## config.mk

```make
export PLATFORM = sky130hd
export DESIGN_NAME = uart_rx_frontend
export DESIGN_NICKNAME = d
export VERILOG_FILES = /design/src/rtl/uart_rx_frontend.sv
export SDC_FILE = /design/constraint.sdc
export NUM_CORES = 1
export LEC_CHECK = 0
export CAP_MARGIN = 20
export CORE_AREA = 2 2 104 106
export DETAILED_ROUTE_END_ITERATION = 8
export DIE_AREA = 0 0 106 108
export HOLD_SLACK_MARGIN = 0.03
export PLACE_DENSITY = 0.71
export SLEW_MARGIN = 20
export SYNTH_ARGS = -nofsm -noshare
export SYNTH_HDL_FRONTEND = slang
export SYNTH_SLANG_ARGS = --single-unit
export TNS_END_PERCENT = 1
```

## constraint.sdc

```tcl
create_clock -name clk_clk -period 7.1 [get_ports clk_clk]
set_input_delay 2.13 -clock clk_clk [delete_from_list [all_inputs] [get_ports clk_clk]]
set_output_delay 2.13 -clock clk_clk [all_outputs]
set_load 0.01 [all_outputs]
```

## src/rtl/uart_rx_frontend.sv

```systemverilog
// uart_rx_frontend: conditions the BT serial pin for bt_uart_RXD and decodes 8N1 bytes into a small FIFO
module uart_rx_frontend #(
  parameter int CLK_HZ     = 50000000,
  parameter int BAUD       = 115200,
  parameter int FILTER_LEN = 3,
  parameter int FIFO_DEPTH = 8
) (
  input  logic       clk_clk,
  input  logic       reset_reset,
  input  logic       rxd_pin,
  output logic       rxd_clean,
  output logic [7:0] rx_data,
  output logic       rx_valid,
  input  logic       rx_ready,
  output logic       frame_err,
  output logic       overrun,
  output logic       line_break,
  output logic [7:0] err_count
);
  localparam int CPB = CLK_HZ / BAUD;
  localparam int CW  = $clog2(CPB);
  localparam int RW  = $clog2(FILTER_LEN + 1);
  localparam int AW  = $clog2(FIFO_DEPTH);
  localparam logic [CW-1:0] HALF     = CW'(CPB / 2);
  localparam logic [CW-1:0] LAST     = CW'(CPB - 1);
  localparam logic [RW-1:0] RUN_LAST = RW'(FILTER_LEN - 1);
  localparam logic [AW:0]   FULL     = (AW + 1)'(FIFO_DEPTH);
  typedef enum logic [2:0] {IDLE, START, DATA, STOP, WAIT_HIGH} state_t;
  state_t      state_q, state_d;
  logic        sync1_q, sync1_d, sync2_q, sync2_d, clean_q, clean_d, prev_q, prev_d;
  logic [RW-1:0] run_q, run_d;
  logic [CW-1:0] cnt_q, cnt_d;
  logic [2:0]  bit_q, bit_d;
  logic [7:0]  shift_q, shift_d, err_count_q, err_count_d;
  logic        frame_err_q, frame_err_d, overrun_q, overrun_d, line_break_q, line_break_d;
  logic [7:0]  mem_q [FIFO_DEPTH];
  logic [7:0]  mem_d [FIFO_DEPTH];
  logic [AW-1:0] wp_q, wp_d, rp_q, rp_d;
  logic [AW:0] fill_q, fill_d;
  logic        pop, full, push, wr;
  assign rx_valid   = fill_q != '0;
  assign full       = fill_q == FULL;
  assign pop        = rx_valid && rx_ready;
  assign rx_data    = rx_valid ? mem_q[rp_q] : 8'h00;
  assign rxd_clean  = clean_q;
  assign frame_err  = frame_err_q;
  assign overrun    = overrun_q;
  assign line_break = line_break_q;
  assign err_count  = err_count_q;
  always_comb begin
    sync1_d = rxd_pin;
    sync2_d = sync1_q;
    clean_d = clean_q;
    run_d   = '0;
    // a disagreeing sample extends the run; an agreeing one restarts it
    if (sync2_q != clean_q) begin
      run_d   = run_q == RUN_LAST ? '0 : run_q + 1'b1;
      clean_d = run_q == RUN_LAST ? sync2_q : clean_q;
    end
    prev_d       = clean_q;
    state_d      = state_q;
    cnt_d        = cnt_q + 1'b1;
    bit_d        = bit_q;
    shift_d      = shift_q;
    frame_err_d  = 1'b0;
    overrun_d    = 1'b0;
    line_break_d = line_break_q;
    err_count_d  = err_count_q;
    push         = 1'b0;
    case (state_q)
      IDLE: if (prev_q && !clean_q) begin
        state_d = START;
        cnt_d   = '0;
      end
      START: if (cnt_q == HALF) begin
        state_d = clean_q ? IDLE : DATA;
        cnt_d   = '0;
        bit_d   = '0;
      end
      DATA: if (cnt_q == LAST) begin
        shift_d = {clean_q, shift_q[7:1]};
        cnt_d   = '0;
        bit_d   = bit_q + 1'b1;
        state_d = bit_q == 3'd7 ? STOP : DATA;
      end
      STOP: if (cnt_q == LAST) begin
        if (clean_q) begin
          push      = 1'b1;
          overrun_d = full && !pop;
          state_d   = IDLE;
        end else begin
          frame_err_d  = 1'b1;
          err_count_d  = err_count_q + 8'(err_count_q != 8'hFF);
          line_break_d = shift_q == 8'h00;
          state_d      = WAIT_HIGH;
        end
      end
      WAIT_HIGH: if (clean_q) begin
        line_break_d = 1'b0;
        state_d      = IDLE;
      end
      default: state_d = IDLE;
    endcase
    // a full FIFO still accepts a byte when the head leaves on the same cycle
    wr    = push && (!full || pop);
    mem_d = mem_q;
    if (wr) mem_d[wp_q] = shift_q;
    wp_d   = wp_q + AW'(wr);
    rp_d   = rp_q + AW'(pop);
    fill_d = fill_q + (AW + 1)'(wr) - (AW + 1)'(pop);
  end
  always_ff @(posedge clk_clk or posedge reset_reset) begin
    if (reset_reset) begin
      sync1_q      <= 1'b1;
      sync2_q      <= 1'b1;
      clean_q      <= 1'b1;
      prev_q       <= 1'b1;
      run_q        <= '0;
      state_q      <= IDLE;
      cnt_q        <= '0;
      bit_q        <= '0;
      shift_q      <= '0;
      frame_err_q  <= 1'b0;
      overrun_q    <= 1'b0;
      line_break_q <= 1'b0;
      err_count_q  <= '0;
      mem_q        <= '{default: '0};
      wp_q         <= '0;
      rp_q         <= '0;
      fill_q       <= '0;
    end else begin
      sync1_q      <= sync1_d;
      sync2_q      <= sync2_d;
      clean_q      <= clean_d;
      prev_q       <= prev_d;
      run_q        <= run_d;
      state_q      <= state_d;
      cnt_q        <= cnt_d;
      bit_q        <= bit_d;
      shift_q      <= shift_d;
      frame_err_q  <= frame_err_d;
      overrun_q    <= overrun_d;
      line_break_q <= line_break_d;
      err_count_q  <= err_count_d;
      mem_q        <= mem_d;
      wp_q         <= wp_d;
      rp_q         <= rp_d;
      fill_q       <= fill_d;
    end
  end
endmodule

```

Ports around the boundary:
Drawn at 4 px/µm. Pins as bars across the die edge, other pins in grey.
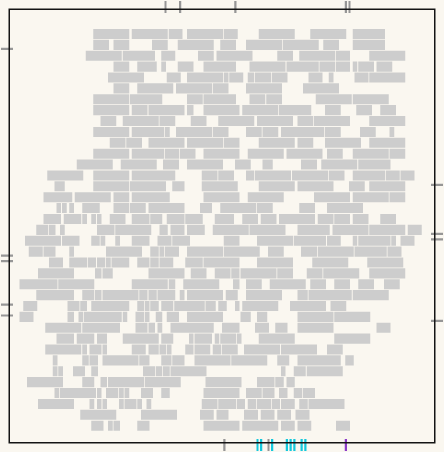
- purple: reset_reset (pins 1; direction input; edge bottom)
- cyan: err_count (pins 8; direction output; edge bottom)
- all pins by edge: 11 bottom, 5 left, 5 top, 4 right
Die Wd: 106 µm
IO Port Bufs: 24
die height: 108 µm

Placed standard cells:
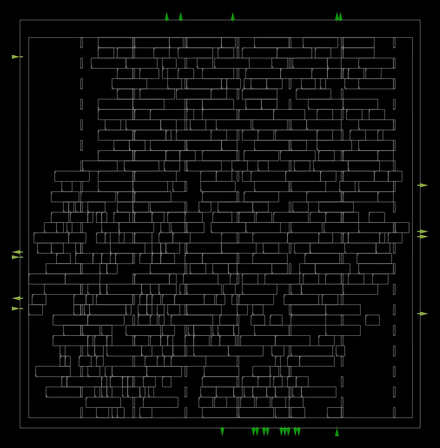
final core utilization: 61.8%
tap cells: 136

Drive-strength map:
Drawn at 4 px/µm.
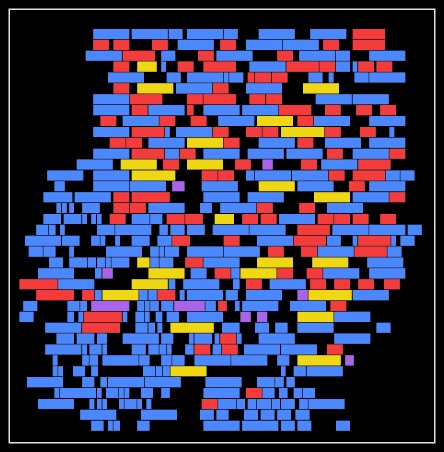
- blue: drive 1 or less (cells 285; most used dfrtp_1)
- yellow: drive 6 and up (cells 24; most used clkbuf_16)
- red: drive 2 (cells 107; most used mux2_2)
- purple: drive 3 to 4 (cells 9; most used clkinvlp_4)

Nets reached from selected ports:
Drawn at 2 px/µm.
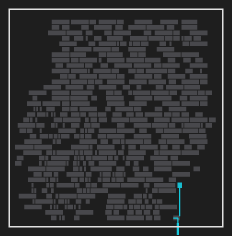
- cyan: reset_reset (direction input; edge bottom; end cells 1; buffers 1; wire 21.2 µm)

==> qor.yml <==
cts_tree: "done"
core_um2: 10200
r2r_slack_ns: 4.20
dp_hpwl_mm: 6.25
ctsRootBufferMaster: "clkbuf_8"
ioPinCount: 25
final.setup.worst_slack_ns: 2.41
setup_viol_count_final: 0
grt_remaining_overflow: 0
reg2reg_to: "fill_q[1]$_DFF_PP0_"
dieArea_um2: 11400
n_antenna_cell: 0
power_mw: 1.98
drive_gt1_share_pct: 32.9
cp_max_fo: 17
max_slew.worst_pin.slew_ns: 0.920
avgSynthCellArea_um2: 13.6
grt_pass1_vias: 3310
cp.required_ns: 4.97
p_leak_nw: 3.04
synth_area_um2: 5360
grt_use_total_pct: 19.6
async_reset_ff_share_pct: 100
critPathLaunchType: "flop"
cts_htree_levels: 4
outcome: "finished clean"
p_per_area_nw_per_um2: 313
synth-warning-count: 0
end_kind: "output port"
area_growth_pct: 17.9
drc: 0
place_inst: 529
synth.net_count: 414
crit_arrival_ns: 2.56
design_area_um2: 6320
logic_area_um2: 2340
setup_tns_ns: 0
hold_buffers: 0
seq_area_frac_synth_pct: 53.3
## kinds of logic (layout without fill, tap and decap cells)
kind of cell	Yosys count	in the layout	share of synthesized area, %
compound gates	18	18	2.71
xor+xnor	18	18	2.94
flops	114	114	53.3
fa+ha+maj	17	17	4.11
simple gates	83	83	9.19
buf+inv	42	74	3.38
mux	101	101	24.4
## critical path, cell delays in order, from the launching register on
cell and delay, ns:
dfrtp_2 0.75, mux4_2 0.58, mux2i_1 0.15, nor2_1 0.07, clkdlybuf4s50_1 0.50
## metal layers
layer / global-route usage, % / vias to the layer above / part of all wire [%]
met2: 31.1 / 44 / 49
met3: 4.58 / 10 / 2.2
met1: 27.0 / 1670 / 48
li1: - / 1459 / -
met5: 0 / - / 0
met4: 6.67 / 0 / 1.1
## cell usage after synthesis (all sizes together) (4+ instances only)
cell type,n
nand4,12
and3,4
mux2i,8
dfrtp,110
ha,16
buf,10
clkbuf,15
xor2,4
nor3,6
mux4,16
nand3,4
dfstp,4
nor4,4
mux2,77
and4b,4
a21oi,6
nor2,29
xnor2,14
inv,17
## sequential cells by signal (all words and copies together) (netlist names), 2 cells and up
signal,cells
cnt_q,9
shift_q,8
bit_q,3
err_count,8
mem_q,64
run_q,2
state_q,3
fill_q,4
wp_q,3
rp_q,3
## power by group
group | switching (mW) | internal, mW
Sequential | 0.122 | 0.708
Combinational | 0.109 | 0.134
Clock | 0.294 | 0.614
Total | 0.525 | 1.46
## cell type report
class	instances	share of cell area (%)
sequential	114	45.2
multi-input combinational	237	37.0
clock buffer	19	6.83
timing repair buffer	25	3.92
clock inverter	13	3.29
tap	136	2.69
inverter	17	1.05
## how the worst max path moves through the flow
| stage | from | slack, ns | cells after the start | end |
|---|---|---|---|---|
| after floorplan | reset_reset | 1.96 | 1 | bit_q[0]$_DFFE_PP0P_ |
| after global placement | rp_q[0]$_DFF_PP0_ | 2.58 | 4 | rx_data[7] |
| after detailed placement | rp_q[0]$_DFF_PP0_ | 2.55 | 4 | rx_data[7] |
| after CTS | rp_q[0]$_DFF_PP0_ | 2.01 | 4 | rx_data[7] |
| after global routing | rp_q[0]$_DFF_PP0_ | 2.26 | 4 | rx_data[6] |
| final | rp_q[0]$_DFF_PP0_ | 2.41 | 4 | rx_data[7] |
Power is estimated from default activity; no workload was simulated.
